Fig. 1: port wiring
Bar = 20 um.
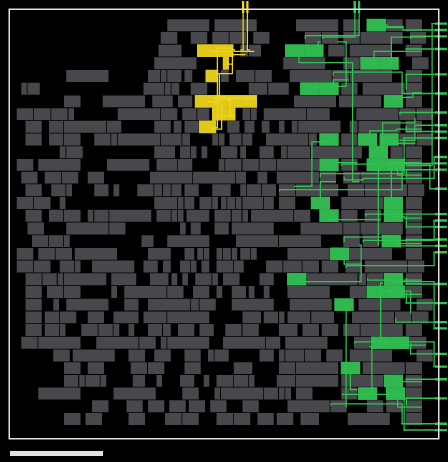
Fig. 2: cell area per tile
Bar = 20 um. 9 x 9 tiles, from black (low) to pale yellow (high), 0 to 100% covered.
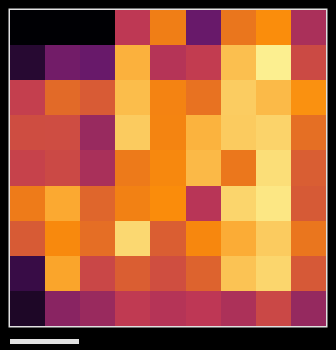
Fig. 3: placed cells, one color a class
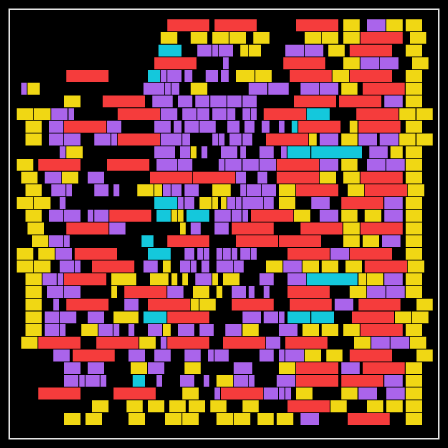
Fig. 4: supply network
Bar = 20 um. Pins as bars on the die edge.
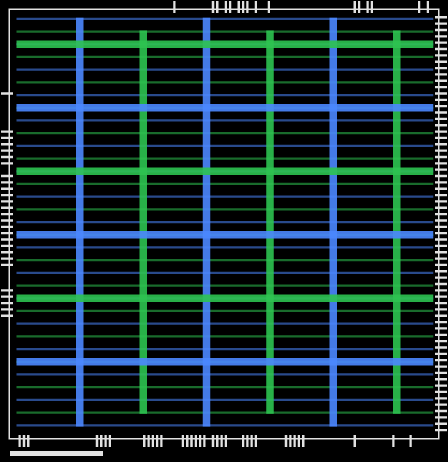
==> config.mk <==
export PLATFORM = sky130hd
export DESIGN_NAME = counter_bus_ctrl_flat
export DESIGN_NICKNAME = d
export VERILOG_FILES = /design/src/rtl/counter_bus_ctrl_if.sv /design/src/rtl/counter_bus_ctrl.sv /design/src/flat_wrapper.sv
export SDC_FILE = /design/constraint.sdc
export NUM_CORES = 1
export LEC_CHECK = 0
export CAP_MARGIN = 20
export CORE_UTILIZATION = 45
export DETAILED_ROUTE_END_ITERATION = 8
export GPL_TIMING_DRIVEN = 0
export PLACE_DENSITY = 0.82
export SYNTH_ARGS = -nofsm -noshare
export SYNTH_HDL_FRONTEND = slang
export SYNTH_SLANG_ARGS = --single-unit
==> constraint.sdc <==
create_clock -name clk -period 6 [get_ports clk]
set_clock_uncertainty 0.15 [all_clocks]
set_input_delay 0.6 -clock clk [delete_from_list [all_inputs] [get_ports clk]]
set_output_delay 0.6 -clock clk [all_outputs]
set_load 0.005 [all_outputs]
==> impl_metrics.yaml <==
# synthesis and place-and-route metrics
clocking:
  cts.repair.resized: 0
  clock_sinks: 73
  cts_root_buf: "clkbuf_8"
  clkTransAtPathRegs_ps: 80
  cts_tree: "built"
  insertion_delay_ps: 340
  ctsHoldBuffers: 0
  post_cts_buffers: 0
  cts.htree.levels: 3
  clk_path_buf_depth: 2
yosys:
  synthesis.area_um2: 3620
  ff_type: "dfrtp_1"
  yosys_cells: 305
  synth.distinct_cells: 47
  syn_inst: 305
  synth.comb.largest_family: "AND-OR/OR-AND gates"
  numSynthFlops: 73
  ys_sh_xor_pct: 0
  avgSynthCellArea_um2: 11.9
  simple_gate_share_pct: 9.96
  adder_share_pct: 2.08
  yosysWarnings: 0
  synth_seq_share_pct: 50.5
  ys_sh_aoi_pct: 22.2
  mux_share_pct: 9.96
  yosys-stat-area_um2: 3620
  floorplan.nets: 384
  edf_count: 0
critical_path:
  crit_required_ps: 5250
  crit_fanout: 7
  rr_worst_depth: 7
  arrival_ps: 1890
  cp-start-kind: "register"
  timing.reg2reg.setup_slack_ps: 3560
  crit_path_end_kind: "primary output"
layout:
  n_antenna_cell: 0
  lay_top_count: "clkdlybuf4s50_1"
  final_cell_mix: "clkdlybuf4s50_1 (134), dfrtp_1 (73), nand2_1 (39)"
  nets: 530
  syn_to_final_growth_pct: 46.9
  instances_no_fill: 558
  drive_gt1_share_pct: 16.9
timing:
  setup_ws_ps: 3360
  slew_headroom_pct: 40.1
  final-max-slew-violation-count: 0
  setup-tns-final_ps: 0
  setup_viol: 0
  grt_setup_unrepaired: "false"
  hold_violations: 0
  worst_pin_slew_ps: 899
  period_used_pct: 44.1
  period_needed_ps: 2640
  clock.fmax_mhz: 378
global_routing:
  antenna_found_initial: 0
  grt_usage_pct: 23.8
  first_global_vias: 3074
  grt_start_max_net_pins: 74
  grt-ovfl-total: 0
routing:
  antenna_left: 0
  first_pass_iters: 4
  drtIter0Drc: 197
  drt-total-wl_mm: 9.68
  via_per_inst: 5.55
  detail_route.wl_per_cell_um: 17.3
  drc: 0
  routed-via-count: 3095
pwr:
  powerDensity_nw_per_um2: 487
  leakage_nw: 2.21
  power_mw: 2.59
run_status:
  status: "finished, final reports clean"
placed_design:
  gp_congestion: 0.809
  place_ws_ps: 3390
  dp_cells: 542
  post-dp-hpwl_mm: 6.80
run:
  tool_warnings: 33
  cap_viol_max_count: 0
min_path:
  hold_class: "primary input to asynchronous set/reset pin"
floorplan:
  chipArea_um2: 8400
## Picture notes: Fig. 1
- yellow: bus_addr (bits 2; direction input; edge north; end cells 12; wire 106 um)
- green: bus_data_in (bits 32; direction input; edge 30 east, 2 north; end cells 32; wire 886 um)
count of input and output buffers: 135
IO Pins: 143

## Picture notes: Fig. 2
- fullest tile: 97%
- emptiest ninth of the die: north-west
- nearly empty tiles: 3.7%
- tiles over 75% full: 30%
starting density of the core: 46.6%
Core Util, Final: 68.4%
Core Area: 7770 um^2

## Picture notes: Fig. 3
- purple: combinational and other logic (cells 205)
- red: flops (cells 73)
- yellow: other buffers and delay cells (cells 162)
- cyan: clock drivers and dummy loads (cells 16)
Finished Cell Area: 5310 um^2
FP Rows: 32
flop share of the area: 34.4%

## Picture notes: Fig. 4
- green: VDD
- blue: VSS
- signal pins: 143
- rows: 32
die height: 91.7 um
die width: 91.7 um
peak supply drop: 0.234 mV

## per-stage QoR
| stage | hold slack, ps | instance area (um^2) |
|---|---|---|
| 6_report | 220 | 5310 |
| 5_1_grt | 298 | 5310 |
| 4_1_cts | 263 | 5310 |
| 3_5_place_dp | 336 | 5090 |
| 3_3_place_gp | 324 | 5100 |
| 2_1_floorplan | 154 | 3620 |
## area by class of cell
type	count	area [um^2]
inverters	5	18.8
flip-flops and latches	73	1830
well taps	102	128
repair buffers	135	1350
clock buffers	10	128
fillers	589	2450
multi-input cells	200	1600
plain buffers	27	168
clock inverters	6	91.3
## logic make-up after synthesis
logic type,Yosys count
DFF,73
and+or+nand+nor,72
adders and majority gates,6
AOI/OAI and AO/OA,89
other,1
buffers and inverters,32
muxes,32
## cells in the mapped netlist, types with 4 or more instances
master     count  area, um^2
a221o_1       22         220
a221o_2        7        78.8
a32o_1         4        40.0
buf_2          8        40.0
clkbuf_1      11        41.3
dfrtp_1       73        1830
ha_1           6        75.1
inv_1          5        18.8
mux2_2        32         360
nand2_1       39         146
nand3_1        4        20.0
nor2_1         6        22.5
o22ai_1        4        25.0
o2bb2ai_1     30         263
## worst max-delay path: stages, from the launching register on
cell	delay, ps
dfrtp_1	390
inv_1	90
ha_1	280
inv_1	240
clkdlybuf4s50_1	550
## report_power, final
group	leakage [nW]	switching (mW)	internal (mW)
Clock	0.0991	0.190	0.236
Combinational	1.20	0.546	0.759
Sequential	0.906	0.152	0.706
## per-layer routing
| metal | GRT usage (%) | share of wire [%] |
|---|---|---|
| met4 | 10.3 | 1.6 |
| met5 | 0 | 0 |
| met2 | 38.2 | 47 |
| met3 | 4.06 | 6.8 |
| met1 | 31.9 | 45 |
Power figures rest on the tool's default switching activity, not on a simulated workload.
